$ cat src/rtl/note_pkg.sv
// Constants shared by the note generator and note detector: FSM encoding
// and the half-period limit that fixes the 8-bit period width.
package note_pkg;

    localparam int MAX_H    = 256;
    localparam int PERIOD_W = 8;
    localparam int CNT_W    = 9;

    typedef enum logic [1:0] {
        ST_WAIT = 2'd0,
        ST_ACQ  = 2'd1,
        ST_LOCK = 2'd2,
        ST_LOST = 2'd3
    } state_t;

endpackage

$ cat src/rtl/note_interval_counter.sv
// Registers the note input, flags level changes and counts the length of
// the current level, saturating at MAX_H.
module note_interval_counter #(
    parameter int MAX_H = note_pkg::MAX_H
) (
    input  logic                       clk,
    input  logic                       rst,
    input  logic                       note,
    output logic                       note_edge,
    output logic [note_pkg::CNT_W-1:0] h,
    output logic                       sat
);
    import note_pkg::*;

    localparam logic [CNT_W-1:0] CNT_MAX = CNT_W'(MAX_H);

    logic             note_q;
    logic [CNT_W-1:0] cnt;

    // The edge cycle is the first cycle of the new level, so the count restarts at 1.
    always_ff @(posedge clk) begin
        if (!rst) begin
            note_q <= 1'b0;
            cnt    <= '0;
        end else begin
            note_q <= note;
            if (note_edge) begin
                cnt <= CNT_W'(1);
            end else if (cnt != CNT_MAX) begin
                cnt <= cnt + 1'b1;
            end
        end
    end

    assign note_edge = (note != note_q);
    assign h         = cnt;
    assign sat       = (cnt == CNT_MAX);

endmodule

$ cat src/rtl/note_detector.sv
// Receive end of the note interface: measures the half-period of a square
// wave, locks when two consecutive half-periods agree, and flags loss of signal.
module note_detector #(
    parameter int MAX_H = note_pkg::MAX_H
) (
    input  logic                          clk,
    input  logic                          rst,
    input  logic                          note,
    output logic [note_pkg::PERIOD_W-1:0] period,
    output logic                          valid,
    output logic [1:0]                    state,
    output logic                          locked
);
    import note_pkg::*;

    state_t              cur;
    state_t              nxt;
    logic [CNT_W-1:0]    cand;
    logic [CNT_W-1:0]    cand_nxt;
    logic                cand_v;
    logic                cand_v_nxt;
    logic [PERIOD_W-1:0] period_nxt;
    logic                valid_nxt;

    logic                note_edge;
    logic [CNT_W-1:0]    h;
    logic                sat;

    note_interval_counter #(
        .MAX_H(MAX_H)
    ) u_counter (
        .clk      (clk),
        .rst      (rst),
        .note     (note),
        .note_edge(note_edge),
        .h        (h),
        .sat      (sat)
    );

    always_ff @(posedge clk) begin
        if (!rst) begin
            cur    <= ST_WAIT;
            cand   <= '0;
            cand_v <= 1'b0;
            period <= '0;
            valid  <= 1'b0;
        end else begin
            cur    <= nxt;
            cand   <= cand_nxt;
            cand_v <= cand_v_nxt;
            period <= period_nxt;
            valid  <= valid_nxt;
        end
    end

    always_comb begin
        nxt        = cur;
        cand_nxt   = cand;
        cand_v_nxt = cand_v;
        period_nxt = period;
        valid_nxt  = 1'b0;

        // An edge takes priority over the timeout, so a full MAX_H level still measures.
        if (note_edge) begin
            case (cur)
                ST_WAIT, ST_LOST: begin
                    nxt        = ST_ACQ;
                    cand_v_nxt = 1'b0;
                end
                ST_ACQ: begin
                    if (cand_v && (h == cand)) begin
                        nxt        = ST_LOCK;
                        period_nxt = PERIOD_W'(h - 1'b1);
                        valid_nxt  = 1'b1;
                    end else begin
                        cand_nxt   = h;
                        cand_v_nxt = 1'b1;
                    end
                end
                ST_LOCK: begin
                    if (h == cand) begin
                        period_nxt = PERIOD_W'(h - 1'b1);
                        valid_nxt  = 1'b1;
                    end else begin
                        nxt        = ST_ACQ;
                        cand_nxt   = h;
                        cand_v_nxt = 1'b1;
                    end
                end
                default: ;
            endcase
        end else if (sat && ((cur == ST_ACQ) || (cur == ST_LOCK))) begin
            nxt        = ST_LOST;
            cand_v_nxt = 1'b0;
        end
    end

    assign state  = cur;
    assign locked = (cur == ST_LOCK);

endmodule

$ cat config.mk
export PLATFORM = sky130hd
export DESIGN_NAME = note_detector
export DESIGN_NICKNAME = d
export VERILOG_FILES = /design/src/rtl/note_pkg.sv /design/src/rtl/note_interval_counter.sv /design/src/rtl/note_detector.sv
export SDC_FILE = /design/constraint.sdc
export NUM_CORES = 1
export LEC_CHECK = 0
export CORE_ASPECT_RATIO = 1.5
export CORE_MARGIN = 5
export CORE_UTILIZATION = 50
export CTS_CLUSTER_SIZE = 8
export DETAILED_ROUTE_END_ITERATION = 8
export GPL_TIMING_DRIVEN = 0
export PLACE_DENSITY_LB_ADDON = 0.15
export SLEW_MARGIN = 25
export SYNTH_ARGS = -nofsm -noshare
export SYNTH_HDL_FRONTEND = slang
export SYNTH_SLANG_ARGS = --single-unit
$ cat constraint.sdc
create_clock -name clk -period 2.5 [get_ports clk]
set_clock_uncertainty 0.15 [all_clocks]
set_input_delay 0.25 -clock clk [delete_from_list [all_inputs] [get_ports clk]]
set_output_delay 0.25 -clock clk [all_outputs]
set_load 0.005 [all_outputs]
Fig. 1: clock distribution
The bar under the picture is 20 um long.
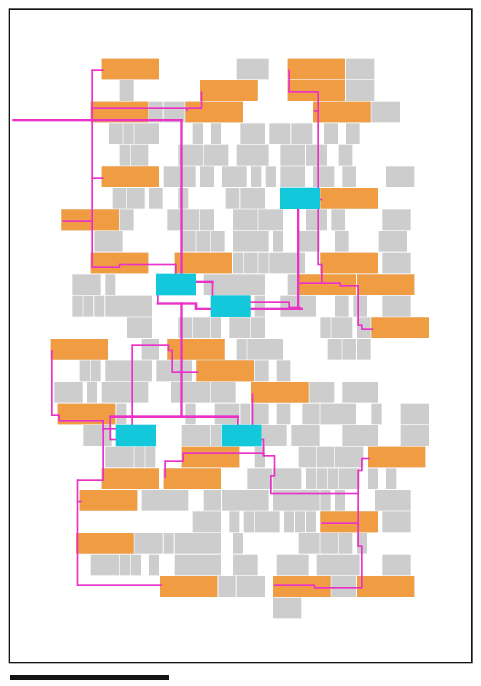
- clock drivers: cyan (count 5)
- clock wires: magenta (length 399 um)
- flip-flops: orange (count 31)
- routed clock nets: 6
- flops lie: all over the die
Power Clock: 0.000350 W
Clk pwr share: 28.1%
Late-Pin Clk Latency: 0.28 ns

Fig. 2: placed standard cells
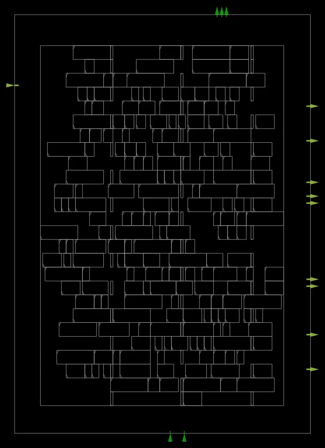
Well Taps: 42
core box area: 0.00338 mm2
Seq area share: 31.0%

==> qor.csv <==
stage,metric,value,unit
grt,grt_pass1_vias,1328,
worst_setup_path,crit_arrival,1.97,ns
worst_setup_path,r2r_start,state[0],
yosys,synth_cells,191,
yosys,synthMostInstantiatedCell,dfxtp_1,
yosys,avgSynthCellArea,9.11,um2
placed_design,io_buffers,14,
yosys,ys_ff,31,
final_layout,drive_above_1_share,14.7,%
timing,rsz0062_at_grt,false,
grt,antenna_found_initial,0,
detailed_routing,post_drt_wl_per_cell,13.2,um
detailed_routing,firstDrtPassIters,4,
worst_setup_path,setup.worst_path.start,state[0],
final_layout,nNetsFinal,220,
timing,setup_tns,0,ns
timing,tightest_slew,0.593,ns
detailed_routing,wirelength,3350,um
timing,fin_crit_sh,77.3,%
final_layout,fillCellCount,315,
timing,max_clock_freq,517,MHz
run,maxCapViolCount,0,
worst_setup_path,crit_type,reg -> reg,
worst_setup_path,cp-end-kind,flop,
yosys,ys_seq_share,35.7,%
clock_tree,cts_tree,done,
placed_design,hpwl,2600,um
min_path,hp-start,period[0],
timing,slew_violations,0,
yosys,yosys-top-cells-count,"dfxtp_1 (31), nand2_1 (29), nor2_1 (12)",
grt,globalRouteOverflowTotal,0,
min_path,hp-class,reg -> reg,
grt,grt_pass1_wl,5750,um
die,die_x,58.2,um
clock_tree,cts.htree.levels,2,
clock_tree,cts_hold_buf,0,
status,status,"finished, final reports clean",
worst_setup_path,cp_max_fo,7,
yosys,yosys.area.top_type,dfxtp_1,
power,ir_drop,428,uV
detailed_routing,viasPerCell,5.40,
detailed_routing,drc_errors,0,
placed_design,dpl_cell_area,0.00193,mm2
timing,timing.slew.headroom,60.2,%
Fig. 3: placed cells, one colour a class
Fill, decap, tap and diode cells in grey.
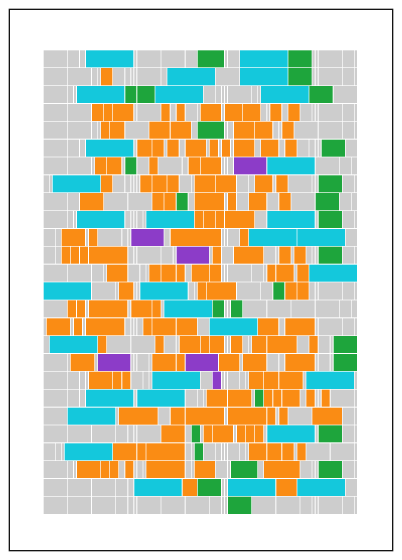
- remaining buffers and delay cells: green (cells 27; share of their area 11%)
- sequential cells: cyan (cells 31; share of their area 32%)
- combinational and other logic: orange (cells 147; share of their area 53%)
- clock drivers and dummy loads: purple (cells 6; share of their area 3.7%)
fin area: 0.00200 mm2
Rows: 26

## stage by stage
step	setup WS [ns]	std cells	total power, W
after floorplan	0.741	191	0.000791
after global placement	0.397	247	0.000899
after detailed placement	0.404	247	0.000906
after CTS	0.536	253	0.00126
after global routing	0.295	253	0.00131
final	0.567	253	0.00124
## kinds of logic after synthesis
logic type	count (synthesis)	synth area share [%]
adder cells (fa/ha/maj)	5	3.60
buffers and inverters	18	5.83
AND/OR/NAND/NOR	81	25.6
XOR/XNOR	21	13.6
flip-flops	31	35.7
AND-OR/OR-AND	26	10.5
multiplexers	9	5.18
## state kept, by name, summed over array words and instances, names as in the netlist
| register | flops |
|---|---|
| u_counter.note_q | 1 |
| cand_v | 1 |
| u_counter.h | 9 |
| valid | 1 |
| period | 8 |
| state | 2 |
| cand | 9 |
## worst max-delay path, cell delays in order (launching register included)
cell	delay, ns
dfxtp_1	0.38
inv_1	0.06
ha_1	0.37
nor4_2	0.54
nor3_1	0.12
a211oi_1	0.22
## cells in the final DEF, fill, tap and decap left out, types with 2 or more instances in the layout
cell type / n
dfxtp_1: 31
nand2_1: 29
clkdlybuf4s50_1: 14
nor2_1: 12
mux2i_1: 9
nor3_1: 9
a21oi_1: 8
xnor2_2: 7
xnor2_1: 7
xor2_1: 7
a211oi_1: 7
buf_2: 6
nand3_1: 6
inv_1: 5
ha_1: 5
clkbuf_8: 5
clkbuf_1: 4
o21ai_0: 4
buf_6: 3
nand4_1: 3
and4_1: 3
or3_1: 3
nand2b_1: 2
and3_1: 2
and2_1: 2
nor3_2: 2
## routing by layer
layer | vias up | routed length, um | global-route usage [%]
li1 | 698 | - | -
met5 | - | 0 | 0
met2 | 27 | 1730 | 29.2
met4 | 0 | 61 | 6.26
met3 | 8 | 135 | 3.42
met1 | 633 | 1430 | 16.5
## report_power, final
| part | internal [W] | switching [W] | total [W] |
|---|---|---|---|
| Clock | 0.000185 | 0.000165 | 0.000350 |
| Combinational | 0.000168 | 0.000167 | 0.000334 |
| Sequential | 0.000535 | 0.0000243 | 0.000559 |
## final cells by class
type	count	area (um2)	share of cell area, %
plain buffers	13	82.6	4.12
clock buffers	6	72.6	3.62
inverters	5	18.8	0.936
multi-input cells	142	1020	50.7
flip-flops and latches	31	621	31.0
well taps	42	52.6	2.62
repair buffers	14	140	6.99
## worst paths after layout
check / to / slack, ns
min reg2reg: period[0] / 0.32
max: period[5] / 0.57
max reg2reg: period[5] / 0.57
min: period[0] / 0.32
Power and IR drop assume default switching activity.
